## config.mk

```make
export PLATFORM = sky130hd
export DESIGN_NAME = ifetch
export DESIGN_NICKNAME = d
export VERILOG_FILES = /design/src/rtl/ifetch.sv
export SDC_FILE = /design/constraint.sdc
export NUM_CORES = 1
export LEC_CHECK = 0
export ABC_CLOCK_PERIOD_IN_PS = 10000
export CAP_MARGIN = 20
export CORE_MARGIN = 2
export CORE_UTILIZATION = 59
export DETAILED_ROUTE_END_ITERATION = 8
export PLACE_DENSITY_LB_ADDON = 0.1
export SYNTH_ARGS = -nofsm -noshare
export SYNTH_HDL_FRONTEND = slang
export SYNTH_SLANG_ARGS = --single-unit
export TNS_END_PERCENT = 5
```

## constraint.sdc

```tcl
create_clock -name clk_i -period 10 [get_ports clk_i]
set_clock_uncertainty 0.15 [all_clocks]
set_input_delay 2 -clock clk_i [delete_from_list [all_inputs] [get_ports clk_i]]
set_output_delay 2 -clock clk_i [all_outputs]
set_load 0.01 [all_outputs]
```

## src/rtl/ifetch.sv

```systemverilog
// Instruction fetch: Wishbone read master feeding a two-entry queue
// that presents {inst, pc, fault} to decode with a valid/stall handshake.
module ifetch #(
    parameter logic [63:0] RESET_PC = 64'h0000_0000_0000_0000
) (
    input  logic        clk_i,
    input  logic        reset_i,
    input  logic        goto_i,
    input  logic [63:0] newpc_i,
    input  logic        stall_i,
    output logic [63:0] iadr_o,
    output logic        icyc_o,
    output logic        istb_o,
    input  logic        iack_i,
    input  logic        ierr_i,
    input  logic [31:0] idat_i,
    output logic [31:0] inst_o,
    output logic        inst_en_o,
    output logic [63:0] pc_o,
    output logic        ifault_o
);
    localparam logic [31:0] NOP = 32'h0000_0013;

    typedef enum logic [1:0] {
        S_IDLE,
        S_BUS,
        S_HALT
    } state_t;

    state_t      r_state, w_state_n;
    logic [63:0] r_pc, w_pc_n;
    logic [63:0] r_adr, w_adr_n;
    logic        r_discard, w_disc_n;
    logic [1:0]  r_cnt, w_cnt_pop, w_cnt_n;

    logic [31:0] r_i0, r_i1, w_i0, w_i1;
    logic [63:0] r_p0, r_p1, w_p0, w_p1;
    logic        r_f0, r_f1, w_f0, w_f1;

    logic        w_pop, w_term, w_push;
    logic [63:0] w_goto_pc;
    logic        w_unused;

    assign w_unused  = ^newpc_i[1:0];
    assign w_goto_pc = {newpc_i[63:2], 2'b00};
    assign w_pop     = (r_cnt != 2'd0) && !stall_i;
    assign w_term    = (r_state == S_BUS) && (iack_i || ierr_i);
    assign w_push    = w_term && !r_discard && !goto_i;
    assign w_cnt_pop = r_cnt - {1'b0, w_pop};
    assign w_cnt_n   = goto_i ? 2'd0 : w_cnt_pop + {1'b0, w_push};

    // Slots past the count always hold NOP/0/0 so the head can drive outputs directly.
    always_comb begin
        w_i0 = w_pop ? r_i1 : r_i0;
        w_p0 = w_pop ? r_p1 : r_p0;
        w_f0 = w_pop ? r_f1 : r_f0;
        w_i1 = w_pop ? NOP : r_i1;
        w_p1 = w_pop ? 64'd0 : r_p1;
        w_f1 = w_pop ? 1'b0 : r_f1;
        if (w_push) begin
            if (w_cnt_pop == 2'd0) begin
                w_i0 = ierr_i ? NOP : idat_i;
                w_p0 = r_adr;
                w_f0 = ierr_i;
            end else begin
                w_i1 = ierr_i ? NOP : idat_i;
                w_p1 = r_adr;
                w_f1 = ierr_i;
            end
        end
        if (goto_i) begin
            w_i0 = NOP;
            w_p0 = 64'd0;
            w_f0 = 1'b0;
            w_i1 = NOP;
            w_p1 = 64'd0;
            w_f1 = 1'b0;
        end
    end

    always_comb begin
        w_state_n = r_state;
        w_pc_n    = r_pc;
        w_adr_n   = r_adr;
        w_disc_n  = r_discard;
        if (goto_i) begin
            w_pc_n = w_goto_pc;
            if ((r_state == S_BUS) && !w_term) begin
                w_disc_n = 1'b1;
            end else begin
                w_disc_n  = 1'b0;
                w_state_n = S_BUS;
                w_adr_n   = w_goto_pc;
            end
        end else begin
            unique case (r_state)
                S_IDLE: begin
                    if (w_cnt_n <= 2'd1) begin
                        w_state_n = S_BUS;
                        w_adr_n   = r_pc;
                    end
                end
                S_BUS: begin
                    if (w_term) begin
                        if (r_discard) begin
                            // pc already holds the redirect target
                            w_disc_n = 1'b0;
                            if (w_cnt_n <= 2'd1) begin
                                w_adr_n = r_pc;
                            end else begin
                                w_state_n = S_IDLE;
                            end
                        end else if (ierr_i) begin
                            w_state_n = S_HALT;
                        end else begin
                            w_pc_n = r_adr + 64'd4;
                            if (w_cnt_n <= 2'd1) begin
                                w_adr_n = r_adr + 64'd4;
                            end else begin
                                w_state_n = S_IDLE;
                            end
                        end
                    end
                end
                S_HALT: begin
                    w_state_n = S_HALT;
                end
                default: begin
                    w_state_n = S_IDLE;
                end
            endcase
        end
    end

    always_ff @(posedge clk_i) begin
        if (reset_i) begin
            r_state   <= S_IDLE;
            r_pc      <= RESET_PC;
            r_adr     <= 64'd0;
            r_discard <= 1'b0;
            r_cnt     <= 2'd0;
            r_i0      <= NOP;
            r_p0      <= 64'd0;
            r_f0      <= 1'b0;
            r_i1      <= NOP;
            r_p1      <= 64'd0;
            r_f1      <= 1'b0;
        end else begin
            r_state   <= w_state_n;
            r_pc      <= w_pc_n;
            r_adr     <= w_adr_n;
            r_discard <= w_disc_n;
            r_cnt     <= w_cnt_n;
            r_i0      <= w_i0;
            r_p0      <= w_p0;
            r_f0      <= w_f0;
            r_i1      <= w_i1;
            r_p1      <= w_p1;
            r_f1      <= w_f1;
        end
    end

    assign icyc_o    = (r_state == S_BUS);
    assign istb_o    = (r_state == S_BUS);
    assign iadr_o    = r_adr;
    assign inst_o    = r_i0;
    assign pc_o      = r_p0;
    assign ifault_o  = r_f0;
    assign inst_en_o = (r_cnt != 2'd0);
endmodule
```

==> results.json <==
{
  "rrSetupSlack_ns": 5.52,
  "crit-reg2reg-capture": "iadr_o[35]",
  "drive_gt1_share_pct": 5.64,
  "synth_flops": 327,
  "dieHeight_um": 172,
  "crit_buf_inv": 3,
  "period_minus_slack_ns": 5.99,
  "path_depth": 9,
  "wire_per_inst_um": 20.2,
  "holdPathEnd": "r_pc[1]",
  "dr.pass1.iters": 9,
  "grt_max_degree": 95,
  "drcViolationCount": 0,
  "power_density_nw_per_um2": 162,
  "clock_tree_area_fraction_pct": 6.14,
  "grt_use_met1_pct": 46.4,
  "end_kind": "flop",
  "hold_slack_ns": 0.313,
  "biggestCellCategory": "multi-input combinational cells",
  "chipWidth_um": 172,
  "path_clk_slew_ns": 0.06,
  "finalHoldViolCount": 0,
  "max_slew.worst_pin.slew_ns": 1.18,
  "placed_cell_area_um2": 19000,
  "grt_util_met2_pct": 57.9,
  "cts.sink_count": 327,
  "nNonClkInverters": 23,
  "grt_util_met3_pct": 8.47,
  "cp_max_fo": 66,
  "yosysWarnings": 0,
  "clkLatencyLatePin_ns": 0.52,
  "wl_met2_mm": 25.2,
  "openroad.warnings": 28,
  "status": "completed",
  "comb_cells": 1639,
  "post_cts_buffers": 0,
  "n_sequential_cell": 327,
  "cts_tree": "yes",
  "ys_types": 80,
  "chipArea_um2": 29400,
  "ctsLongestPathBuffers": 3,
  "numPortBuffers": 263,
  "grtUsageTotal_pct": 36.1,
  "fmax_ghz": 0.167,
  "critical-path-top-delay-family": "AND-OR/OR-AND gates",
  "async_reset_ff_share_pct": 0,
  "hpwl_mm": 33.8,
  "setup_slack_ns": 4.01,
  "path_class": "in2reg",
  "drt-vias-per-instance": 6.56,
  "sh_seq_area_pct": 32.3,
  "hp-start": "r_pc[1]",
  "slew_violations": 0,
  "rsz0062_at_grt": "no",
  "gp_congestion": 0.927,
  "yosys_area_um2": 16600,
  "finalCritPeriodShare_pct": 59.9,
  "rows": 61,
  "topRoutingLayerUsed": "met5",
  "cts_made_buffers": 36,
  "comb_area_um2": 9070,
  "critPathRequiredTime_ns": 10.24,
  "relSlewSlack_pct": 20.9,
  "num-fill-cells": 2229,
  "slowest_delay_ns": 0.81,
  "placed_cells": 2653,
  "fin_setup_tns_ns": 0,
  "grt_pass1_wl_mm": 86.1,
  "num-nonclk-buffers": 288,
  "cts_resized": 0,
  "yosysTopAreaCell": "dfxtp_1",
  "timing.rr.start": "r_state[1]",
  "setup_violations": 0,
  "reg2regPathDepth": 11
}
-- layout by cell type (no fill, tap or decap), drive strengths merged, types with 9 or more instances in the layout --
master	n
nand2	405
dfxtp	327
clkdlybuf4s50	261
nor2	226
a21oi	201
o21ai	131
nand3	109
a311oi	77
clkbuf	53
a31oi	51
nor3	43
nand4	33
xnor2	32
a22oi	28
o22ai	28
buf	27
inv	25
a211oi	20
o211ai	20
nor4	20
and3	16
xor2	15
and4	13
or3	12
a221oi	12
mux2i	11
nor2b	11
o221ai	10
nand2b	9
-- synth_stat cells (9+ instances only) --
master and number:
or3_1 12, o211ai_1 20, and4_1 13, inv_1 23, mux2i_1 11, nand3_1 107
nor2_1 226, clkbuf_1 163, xnor2_1 31, a221oi_1 11, nand2_1 405, a21oi_1 201
dfxtp_1 327, xor2_1 15, o21ai_0 127, a311oi_1 77, buf_2 48, a211oi_1 20
nor4_1 16, o22ai_1 28, nand2b_1 9, nor2b_1 11, a22oi_1 28, o221ai_1 10
nand4_1 31, nor3_1 40, and3_1 15, a31oi_1 51
-- where the power goes --
| part | switching (mW) | total [mW] | leakage, nW | internal [mW] |
|---|---|---|---|---|
| Clock | 0.538 | 1.39 | 0.616 | 0.855 |
| Sequential | 0.100 | 1.46 | 2.66 | 1.36 |
| Combinational | 0.239 | 0.435 | 3.43 | 0.196 |
| Total | 0.878 | 3.29 | 6.71 | 2.41 |
-- cell families after synthesis --
logic type      after synthesis  share of synthesized area (%)
buf+inv                     251                           6.31
mux                          13                          0.801
flops                       327                           39.5
simple gates                925                           25.4
compound gates              652                           25.3
xor+xnor                     47                           2.53
fa+ha+maj                     2                          0.151
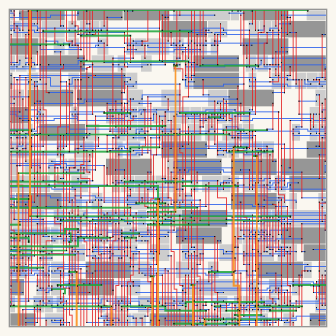
(images/detail.png)
Window x 104 to 154, y 104 to 154 µm. Cells in gray, sequential cells in the stronger gray; small squares are vias.
[metal 2] red
[metal 4] orange
[metal 1] blue
[metal 3] green
cells with their middle in the window: 230
sequential cells in the window: 33
most frequent: nand2_1 (42), dfxtp_1 (33), o21ai_0 (21)
netlist names of flops here include: iadr_o (12), r_p1 (9), r_pc (9)

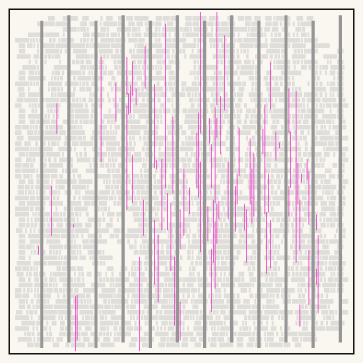
(images/layer_met4.png)
Scale: 2 px per µm. Supply wires on this layer in gray. Cells faint in the background.
share of all routed wire: 3.8%
longest straight run: 85.7 µm
nets with wire on the layer: 56

Power is estimated from default activity; no workload was simulated.
